$ cat src/rtl/cpu_pkg.sv
// cpu_pkg: shared opcodes, sequencer states, bus/ALU select codes and flag indices.
// Build option: CPU_CTRL_ILLEGAL_HALT_EN adds the HALT state (unknown opcodes stop the CPU).
package cpu_pkg;
    localparam logic [7:0] OP_LDA_IMM = 8'h86, OP_LDA_DIR = 8'h87, OP_LDB_IMM = 8'h88, OP_LDB_DIR = 8'h89;
    localparam logic [7:0] OP_STA_DIR = 8'h96, OP_STB_DIR = 8'h97;
    localparam logic [7:0] OP_ADD_AB = 8'h42, OP_SUB_AB = 8'h43, OP_AND_AB = 8'h44, OP_OR_AB = 8'h45;
    localparam logic [7:0] OP_INCA = 8'h46, OP_DECA = 8'h47, OP_INCB = 8'h48, OP_DECB = 8'h49;
    localparam logic [7:0] OP_BRA = 8'h20, OP_BMI = 8'h21, OP_BPL = 8'h22, OP_BEQ = 8'h23, OP_BNE = 8'h24;
    localparam logic [7:0] OP_BVS = 8'h25, OP_BVC = 8'h26, OP_BCS = 8'h27, OP_BCC = 8'h28;
    localparam logic [1:0] BUS1_PC = 2'b00, BUS1_A = 2'b01, BUS1_B = 2'b10;
    localparam logic [1:0] BUS2_ALU = 2'b00, BUS2_BUS1 = 2'b01, BUS2_MEM = 2'b10;
    localparam logic [2:0] ALU_ADD = 3'b000, ALU_SUB = 3'b001, ALU_AND = 3'b010, ALU_OR = 3'b011;
    localparam logic [2:0] ALU_INCA = 3'b100, ALU_DECA = 3'b101, ALU_INCB = 3'b110, ALU_DECB = 3'b111;
    localparam int CCR_N = 3, CCR_Z = 2, CCR_V = 1, CCR_C = 0;
    // E4..E8 are shared by loads and stores; the IR picks the variant inside them.
    typedef enum logic [3:0] {
        S_F0, S_F1, S_F2, S_D3, S_E4, S_E5, S_E6, S_E7, S_E8, S_ALU, S_BR4, S_BR5, S_BR6, S_BRN
`ifdef CPU_CTRL_ILLEGAL_HALT_EN
        , S_HALT
`endif
    } state_t;
    typedef struct packed {
        logic       ir_load;
        logic       mar_load;
        logic       pc_load;
        logic       pc_inc;
        logic       a_load;
        logic       b_load;
        logic       ccr_load;
        logic [1:0] bus1_sel;
        logic [1:0] bus2_sel;
        logic [2:0] alu_sel;
        logic       mem_write;
`ifdef CPU_CTRL_ILLEGAL_HALT_EN
        logic       halted;
`endif
    } ctl_t;
    function automatic logic is_ld_imm(input logic [7:0] op);
        return op == OP_LDA_IMM || op == OP_LDB_IMM;
    endfunction
    function automatic logic is_ld_dir(input logic [7:0] op);
        return op == OP_LDA_DIR || op == OP_LDB_DIR;
    endfunction
    function automatic logic is_st(input logic [7:0] op);
        return op == OP_STA_DIR || op == OP_STB_DIR;
    endfunction
    function automatic logic is_alu(input logic [7:0] op);
        return op >= OP_ADD_AB && op <= OP_DECB;
    endfunction
    function automatic logic is_br(input logic [7:0] op);
        return op >= OP_BRA && op <= OP_BCC;
    endfunction
    function automatic logic uses_b(input logic [7:0] op);
        return op == OP_LDB_IMM || op == OP_LDB_DIR || op == OP_STB_DIR || op == OP_INCB || op == OP_DECB;
    endfunction
    // ALU codes run in the same order as opcodes 42..49.
    function automatic logic [2:0] alu_of(input logic [7:0] op);
        logic [7:0] d;
        d = op - OP_ADD_AB;
        return d[2:0];
    endfunction
endpackage

$ cat src/rtl/cpu_branch_eval.sv
// cpu_branch_eval: branch condition decode.
// Ports: opcode (IR), ccr (N Z V C) in; take out, high only for a branch whose condition holds.
module cpu_branch_eval
    import cpu_pkg::*;
(
    input  logic [7:0] opcode,
    input  logic [3:0] ccr,
    output logic       take
);
    always_comb begin
        case (opcode)
            OP_BRA:  take = 1'b1;
            OP_BMI:  take = ccr[CCR_N];
            OP_BPL:  take = !ccr[CCR_N];
            OP_BEQ:  take = ccr[CCR_Z];
            OP_BNE:  take = !ccr[CCR_Z];
            OP_BVS:  take = ccr[CCR_V];
            OP_BVC:  take = !ccr[CCR_V];
            OP_BCS:  take = ccr[CCR_C];
            OP_BCC:  take = !ccr[CCR_C];
            default: take = 1'b0;
        endcase
    end
endmodule

$ cat src/rtl/cpu_control_fsm.sv
// cpu_control_fsm: fetch/decode/execute sequencer for the 8-bit accumulator CPU.
// Ports: clk, reset (async, active-low), ir (opcode), ccr (N Z V C) in;
//        register strobes, bus1_sel/bus2_sel, alu_sel, mem_write, halted out (all registered).
// Build option: CPU_CTRL_ILLEGAL_HALT_EN makes unknown opcodes enter HALT instead of acting as NOP.
module cpu_control_fsm
    import cpu_pkg::*;
#(
    parameter int ALU_SEL_W = 3
) (
    input  logic                 clk,
    input  logic                 reset,
    input  logic [7:0]           ir,
    input  logic [3:0]           ccr,
    output logic                 ir_load,
    output logic                 mar_load,
    output logic                 pc_load,
    output logic                 pc_inc,
    output logic                 a_load,
    output logic                 b_load,
    output logic                 ccr_load,
    output logic [1:0]           bus1_sel,
    output logic [1:0]           bus2_sel,
    output logic [ALU_SEL_W-1:0] alu_sel,
    output logic                 mem_write,
    output logic                 halted
);
`ifdef CPU_CTRL_ILLEGAL_HALT_EN
    localparam state_t S_ILLEGAL = S_HALT;
`else
    localparam state_t S_ILLEGAL = S_F0;
`endif
    state_t state, nxt;
    ctl_t   ctl_q;
    logic   run, take;
    cpu_branch_eval u_branch (
        .opcode(ir),
        .ccr   (ccr),
        .take  (take)
    );
    function automatic ctl_t ctl_of(input state_t s, input logic [7:0] op);
        ctl_t c;
        logic b;
        c = '0;
        b = uses_b(op);
        case (s)
            S_F0, S_E4, S_BR4: begin
                c.mar_load = 1'b1;
                c.bus2_sel = BUS2_BUS1;
            end
            S_F1, S_E5, S_BRN: c.pc_inc = 1'b1;
            S_F2: begin
                c.bus2_sel = BUS2_MEM;
                c.ir_load  = 1'b1;
            end
            S_E6: begin
                c.bus2_sel = BUS2_MEM;
                c.mar_load = !is_ld_imm(op);
                c.a_load   = is_ld_imm(op) && !b;
                c.b_load   = is_ld_imm(op) && b;
            end
            S_E7: begin
                c.bus1_sel  = !is_st(op) ? BUS1_PC : b ? BUS1_B : BUS1_A;
                c.mem_write = is_st(op);
            end
            S_E8: begin
                c.bus2_sel = BUS2_MEM;
                c.a_load   = !b;
                c.b_load   = b;
            end
            S_ALU: begin
                c.alu_sel  = alu_of(op);
                c.bus2_sel = BUS2_ALU;
                c.a_load   = !b;
                c.b_load   = b;
                c.ccr_load = 1'b1;
            end
            S_BR6: begin
                c.bus2_sel = BUS2_MEM;
                c.pc_load  = 1'b1;
            end
`ifdef CPU_CTRL_ILLEGAL_HALT_EN
            S_HALT: c.halted = 1'b1;
`endif
            default: ;
        endcase
        return c;
    endfunction
    // The first edge after reset only presents F0's strobes, so F0 is held one extra edge.
    always_comb begin
        nxt = S_F0;
        case (state)
            S_F0:  nxt = S_F1;
            S_F1:  nxt = S_F2;
            S_F2:  nxt = S_D3;
            S_D3:  nxt = (is_ld_imm(ir) || is_ld_dir(ir) || is_st(ir)) ? S_E4
                       : is_alu(ir) ? S_ALU
                       : is_br(ir) ? (take ? S_BR4 : S_BRN)
                       : S_ILLEGAL;
            S_E4:  nxt = S_E5;
            S_E5:  nxt = S_E6;
            S_E6:  nxt = is_ld_imm(ir) ? S_F0 : S_E7;
            S_E7:  nxt = is_ld_dir(ir) ? S_E8 : S_F0;
            S_BR4: nxt = S_BR5;
            S_BR5: nxt = S_BR6;
`ifdef CPU_CTRL_ILLEGAL_HALT_EN
            S_HALT: nxt = S_HALT;
`endif
            default: nxt = S_F0;
        endcase
        if (!run) nxt = S_F0;
    end
    always_ff @(posedge clk or negedge reset) begin
        if (!reset) begin
            state <= S_F0;
            ctl_q <= '0;
            run   <= 1'b0;
        end else begin
            state <= nxt;
            ctl_q <= ctl_of(nxt, ir);
            run   <= 1'b1;
        end
    end
    assign ir_load   = ctl_q.ir_load;
    assign mar_load  = ctl_q.mar_load;
    assign pc_load   = ctl_q.pc_load;
    assign pc_inc    = ctl_q.pc_inc;
    assign a_load    = ctl_q.a_load;
    assign b_load    = ctl_q.b_load;
    assign ccr_load  = ctl_q.ccr_load;
    assign bus1_sel  = ctl_q.bus1_sel;
    assign bus2_sel  = ctl_q.bus2_sel;
    assign alu_sel   = ALU_SEL_W'(ctl_q.alu_sel);
    assign mem_write = ctl_q.mem_write;
`ifdef CPU_CTRL_ILLEGAL_HALT_EN
    assign halted    = ctl_q.halted;
`else
    assign halted    = 1'b0;
`endif
endmodule

$ cat config.mk
export PLATFORM = sky130hd
export DESIGN_NAME = cpu_control_fsm
export DESIGN_NICKNAME = d
export VERILOG_FILES = /design/src/rtl/cpu_pkg.sv /design/src/rtl/cpu_branch_eval.sv /design/src/rtl/cpu_control_fsm.sv
export SDC_FILE = /design/constraint.sdc
export NUM_CORES = 1
export LEC_CHECK = 0
export ABC_AREA = 1
export CAP_MARGIN = 20
export CELL_PAD_IN_SITES_DETAIL_PLACEMENT = 2
export CELL_PAD_IN_SITES_GLOBAL_PLACEMENT = 2
export CORE_MARGIN = 2
export CORE_UTILIZATION = 24
export DETAILED_ROUTE_END_ITERATION = 10
export GPL_TIMING_DRIVEN = 0
export PLACE_DENSITY = 0.71
export SETUP_SLACK_MARGIN = 0.5
export SLEW_MARGIN = 40
export SYNTH_ARGS = -nofsm -noshare
export SYNTH_HDL_FRONTEND = slang
export SYNTH_SLANG_ARGS = --single-unit
$ cat constraint.sdc
create_clock -name clk -period 1.64 [get_ports clk]
set_input_delay 0.328 -clock clk [delete_from_list [all_inputs] [get_ports clk]]
set_output_delay 0.328 -clock clk [all_outputs]
set_load 0.02 [all_outputs]
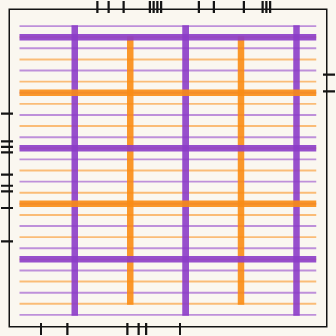
(run_1/pdn.png)
Pins as bars on the die edge.
net	colour
VDD	orange
VSS	purple
signal pins	30
rows	26
met1 rails	27
width of the die: 77.39 um
worst supply voltage drop on vdd: 0.4343 mV
Die H: 77.39 um
area of the core: 5140 um^2

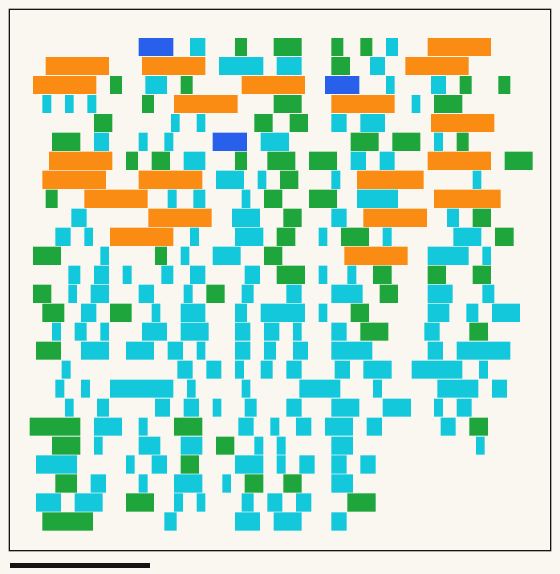
(run_1/cell_classes.png)
The bar under the picture is 20 um long.
class	colour	cells	share of their area
flip-flops	orange	20	23%
all other logic	cyan	163	51%
cells driving clock nets	blue	3	1.9%
other buffers and delay cells	green	62	24%
fraction of standard cell area that is sequential: 21.87%
share of the core filled with cells: 44.74%
design area: 2300 um^2

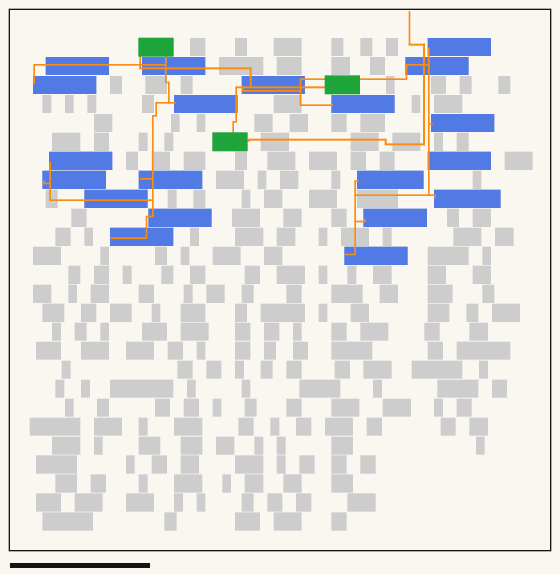
(run_1/clock_map.png)
The bar under the picture is 20 um long.
[flip-flops] blue | count: 20
[cells driving clock nets] green | count: 3
[clock wires] orange | length: 266 um
routed clock nets	4
Clock Power: 0.314 mW
Worst Clk Skew: 0.005789 ns
Clock Power Share: 25.7%
clock network latency to the later pin of the worst-skew pair: 0.26 ns

## run 1: worst max-delay path, stage by stage, from the launching register on
cell,delay [ns]
sky130_fd_sc_hd__dfrtp_2,0.46
sky130_fd_sc_hd__nor3_4,0.24
sky130_fd_sc_hd__nand4_1,0.20
sky130_fd_sc_hd__nor2_2,0.21
sky130_fd_sc_hd__nand2_1,0.10
sky130_fd_sc_hd__nand2_2,0.12
sky130_fd_sc_hd__nand2_4,0.09
sky130_fd_sc_hd__nor3_4,0.20
sky130_fd_sc_hd__nand3_2,0.15
sky130_fd_sc_hd__a21oi_2,0.14
==> tab_implementation.tex, run 1 <==
% Synthesis and place-and-route results
\begin{tabular}{lr}
\hline
Metric & Value \\
\hline
\multicolumn{2}{l}{\textbf{Outcome}} \\
\quad Run status & complete, but fails checks \\
\quad Failing checks & negative setup slack \\
\multicolumn{2}{l}{\textbf{Critical path}} \\
\quad Worst reg2reg endpoint & b\_load \\
\quad Required time at the worst-slack endpoint & 1.82 ns \\
\quad Arrival time at the worst endpoint & 2.18 ns \\
\quad Worst setup path startpoint & state[2] \\
\quad Destination of the critical timing path & b\_load \\
\quad Category of the worst setup path launch point & flip-flop \\
\quad FF-to-FF path depth & 9 \\
\multicolumn{2}{l}{\textbf{Layout}} \\
\quad Combinational cell area excluding buffers and inverters & 989.7 um\^{}2 \\
\quad Number of non-filler instances in the completed layout & 318 \\
\quad Most frequent standard cell in the layout excluding fill and tap cells & sky130\_fd\_sc\_hd\_\_buf\_4 \\
\quad Number of flip-flops in the largest register & 4 \\
\quad Final antenna diode count & 0 \\
\quad Fin nets & 265 \\
\quad Max-area cell class & combinational gates \\
\quad Fill count & 607 \\
\quad Area taken by flip-flops and latches & 503.0 um\^{}2 \\
\quad Final-layout clock-cell area share & 1.795\% \\
\quad Share of layout cells above drive strength 1 & between 60\% and 70\% \\
\quad Buffering overhead & 23.12\% \\
\quad Total of plain and repair buffers excluding clock buffers & 62 \\
\quad Count of clock-net buffers in the final layout & 3 \\
\multicolumn{2}{l}{\textbf{GRT}} \\
\quad Busiest grt layer & met2 \\
\quad Met2 capacity usage during global routing & 34.17\% \\
\quad Pin count of the biggest net entering global routing & 21 \\
\quad Fraction of met1 tracks used by global routing & 21.43\% \\
\quad Antenna violations before repair & 0 \\
\quad Wire length of the first global-routing pass & 8487 um \\
\quad Remaining global-route overflow & 0 \\
\quad Via count of the first global-routing pass & 1660 \\
\multicolumn{2}{l}{\textbf{Synth}} \\
\quad Synth flops & 20 \\
\quad Yosys warning count & 0 \\
\quad Number of instances in the synthesized netlist & 184 \\
\quad Dominant comb cell & simple AND/OR/NAND/NOR gates \\
\quad Chip Area, Yosys & 1292 um\^{}2 \\
\quad Most instantiated flip-flop cell in the synthesis netlist & sky130\_fd\_sc\_hd\_\_dfrtp\_1 \\
\quad Complex-gate fraction of the synthesized area & 8.228\% \\
\quad Library cells used by synthesis & 28 \\
\quad Commonest cells post-synth & 41 x sky130\_fd\_sc\_hd\_\_nand2\_1, 26 x sky130\_fd\_sc\_hd\_\_nor2\_1, 25 x sky130\_fd\_sc\_hd\_\_inv\_1 \\
\quad Cell count listed in synth\_stat.txt & approximately 180 \\
\quad Fraction of the mapped netlist area in simple logic gates & between 40\% and 50\% \\
\quad Area of the mapped netlist & 1292 um\^{}2 \\
\quad Post-synth EDFFs & 0 \\
\quad Synth top cell by count & sky130\_fd\_sc\_hd\_\_nand2\_1 \\
\multicolumn{2}{l}{\textbf{Drt}} \\
\quad Via density per instance & roughly 4.8 \\
\quad Length of routed met2 wiring & 3435 um \\
\quad First drt pass iteration count & 4 \\
\quad Metal1 wirelength & 2222 um \\
\quad Detailed route wirelength on metal3 & 142 um \\
\quad Detailed Route Iter0 Violations & around 52 \\
\quad Total Wirelength & 5873 um \\
\quad Uppermost routed layer & met4 \\
\multicolumn{2}{l}{\textbf{STA}} \\
\quad Tightest hold margin & 0.003359 ns \\
\quad Shortest period the worst path allows & 1.998 ns \\
\quad PnR worst setup slack & -0.3584 ns \\
\quad Number of max-slew violations in the final report & 0 \\
\quad Setup violations, final & 17 \\
\quad Peak clock frequency supported by timing & 0.5004 GHz \\
\quad Unrepaired setup endpoints after global routing & true \\
\multicolumn{2}{l}{\textbf{Placed design}} \\
\quad Post-DP HPWL & 3602 um \\
\quad RD Place Congestion & 0.7488 \\
\quad Post-Place Cell Area & $\sim$1700 um\^{}2 \\
\quad Dpl cells & 282 \\
\quad Post-Place Setup Slack & -1.055 ns \\
\multicolumn{2}{l}{\textbf{Job}} \\
\quad Log Warnings & 29 \\
\multicolumn{2}{l}{\textbf{Clocking}} \\
\quad Clock transition time at the flip-flop clock pins of the worst setup and hold paths & 0.07 ns \\
\quad Cts repair resizes & 170 \\
\quad Clock Path Buffers & 2 \\
\quad Clock tree from TritonCTS & built \\
\quad Total CTS buffers & 3 \\
\multicolumn{2}{l}{\textbf{Floorplanning}} \\
\quad Die Size & around 6000 um\^{}2 \\
\quad Total I/O pin count & 30 \\
\quad Number of tap cells added at floorplan & 70 \\
\quad Std cell rows & 26 \\
\multicolumn{2}{l}{\textbf{Power and ir drop}} \\
\quad Part of the total power dissipated in sequential elements & 42.7\% \\
\quad Internal Dissipation & 0.8377 mW \\
\quad Portion of total power attributed to combinational logic & a little under a third \\
\quad Power per unit of standard cell area & 531.3 nW/um\^{}2 \\
\hline
\end{tabular}
==> run_1/metal_stack.png <==
Two of the layers only.
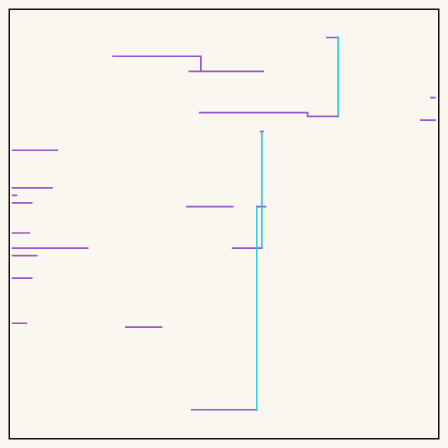

--- run 2 (diff from run 1) ---
- CAP_MARGIN: 20 -> unset
- SLEW_MARGIN: 40 -> 20
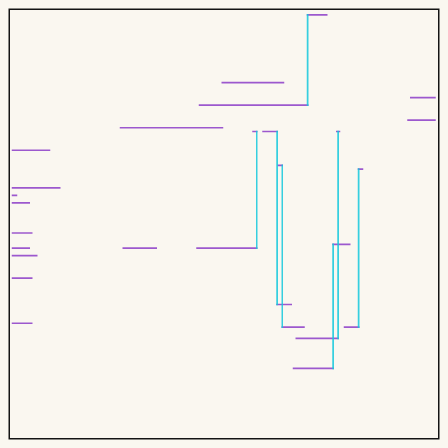
(run_2/metal_stack.png)
Two of the layers only.
layer	colour	wire length
met4	cyan	186 um
met3	purple	147 um
Total Routing Usage GR: 18.53%
final routed wire length divided by cell count: 18.36 um
Total Wirelength: 5783 um
vias after detailed routing: 1495

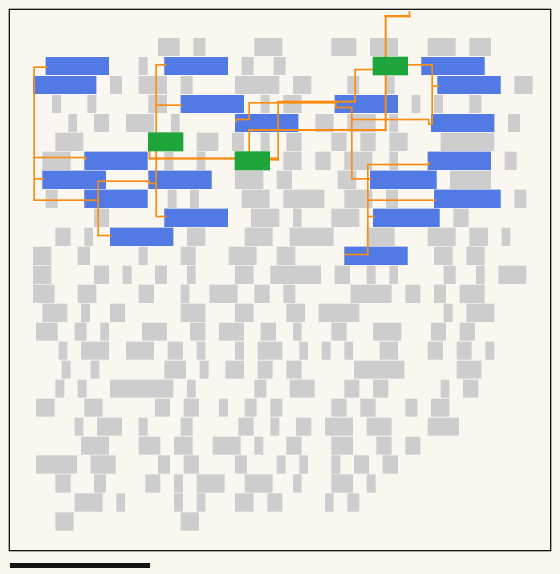
(run_2/clock_map.png)
The bar under the picture is 20 um long.
[cells driving clock nets] green | count: 3
[clock wires] orange | length: 277 um
[flip-flops] blue | count: 20
routed clock nets	4
Worst Clk Skew: 0.005157 ns
Clock Power: 0.319 mW
Clock Power Share: 26.2%

==> tab_implementation.tex, run 2 <==
% Synthesis and place-and-route results
\begin{tabular}{lr}
\hline
Metric & Value \\
\hline
\multicolumn{2}{l}{\textbf{Layout}} \\
\quad Buffering overhead & 21.92\% \\
\quad Fin nets & 262 \\
\quad Share of the core filled with cells & 43.43\% \\
\quad Most frequent standard cell in the layout excluding fill and tap cells & sky130\_fd\_sc\_hd\_\_buf\_4 \\
\quad Design area & around 2200 um\^{}2 \\
\quad Area taken by flip-flops and latches & 504.2 um\^{}2 \\
\quad Max-area cell class & combinational gates \\
\quad Combinational cell area excluding buffers and inverters & 963.4 um\^{}2 \\
\quad Fill count & 608 \\
\quad Fraction of standard cell area that is sequential & $\sim$23\% \\
\multicolumn{2}{l}{\textbf{Synth}} \\
\quad Area of the mapped netlist & $\sim$1300 um\^{}2 \\
\quad Synth flops & 20 \\
\quad Chip Area, Yosys & 1292 um\^{}2 \\
\quad Number of instances in the synthesized netlist & 184 \\
\quad Yosys warning count & 0 \\
\quad Post-synth EDFFs & 0 \\
\quad Library cells used by synthesis & 28 \\
\quad Complex-gate fraction of the synthesized area & 8.228\% \\
\multicolumn{2}{l}{\textbf{GRT}} \\
\quad Antenna violations before repair & 0 \\
\quad Pin count of the biggest net entering global routing & 21 \\
\quad Busiest grt layer & met2 \\
\quad Remaining global-route overflow & 0 \\
\quad Fraction of met1 tracks used by global routing & 21.21\% \\
\quad Via count of the first global-routing pass & 1657 \\
\multicolumn{2}{l}{\textbf{Floorplanning}} \\
\quad Std cell rows & 26 \\
\quad Number of tap cells added at floorplan & around 70 \\
\quad Die H & $\sim$77 um \\
\multicolumn{2}{l}{\textbf{Power and ir drop}} \\
\quad Power per unit of standard cell area & 545.8 nW/um\^{}2 \\
\quad Portion of total power attributed to combinational logic & 31.0\% \\
\quad Internal Dissipation & 0.8318 mW \\
\multicolumn{2}{l}{\textbf{Critical path}} \\
\quad Arrival time at the worst endpoint & between 2 and 2.5 ns \\
\quad Worst reg2reg endpoint & b\_load \\
\quad WP buf/inv & 2 \\
\multicolumn{2}{l}{\textbf{Placed design}} \\
\quad Post-Place Cell Area & 1748 um\^{}2 \\
\quad Post-DP HPWL & $\sim$3700 um \\
\quad Post-Place Setup Slack & -1.100 ns \\
\multicolumn{2}{l}{\textbf{Clocking}} \\
\quad Clock transition time at the flip-flop clock pins of the worst setup and hold paths & 0.07 ns \\
\quad Clock Path Buffers & 2 \\
\quad Clock tree from TritonCTS & built \\
\multicolumn{2}{l}{\textbf{Outcome}} \\
\quad Failing checks & negative setup slack \\
\quad Run status & complete, but fails checks \\
\multicolumn{2}{l}{\textbf{Drt}} \\
\quad Detailed Route Iter0 Violations & 43 \\
\quad Uppermost routed layer & met4 \\
\quad First drt pass iteration count & 4 \\
\multicolumn{2}{l}{\textbf{STA}} \\
\quad Setup violations, final & 16 \\
\quad Unrepaired setup endpoints after global routing & true \\
\quad PnR worst setup slack & -0.4769 ns \\
\quad Number of max-slew violations in the final report & 0 \\
\hline
\end{tabular}
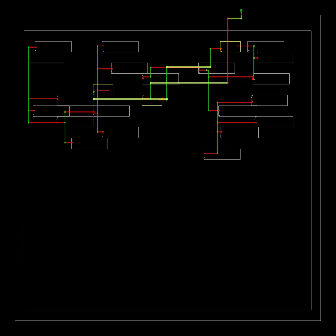
(run_2/final_clocks.png)
total clock sinks: 20
count of clock-net buffers in the final layout: 3
flip-flops: 20
total CTS buffers: 3

-- run 2: netlist changes by cell type in the layout (fill, tap and decap cells not counted), moves of 2 or more --
| cell | before | now |
|---|---|---|
| sky130_fd_sc_hd__nand2_2 | 18 | 16 |
| sky130_fd_sc_hd__nand2_1 | 21 | 24 |
| sky130_fd_sc_hd__clkdlybuf4s50_1 | 0 | 2 |
| sky130_fd_sc_hd__nand3_2 | 6 | 8 |
| sky130_fd_sc_hd__nand3_1 | 10 | 8 |
| sky130_fd_sc_hd__buf_6 | 18 | 11 |
-- run 2: timing repair --
| action | 4_1_cts | 5_1_grt |
|---|---|---|
| pin swaps | 36 | 19 |
| hold buffers | 0 | 0 |
| endpoints found under the setup margin | 54 | 24 |
| buffers inserted | 21 | 9 |
| resized | 156 | 36 |
Power figures rest on the tool's default switching activity, not on a simulated workload.
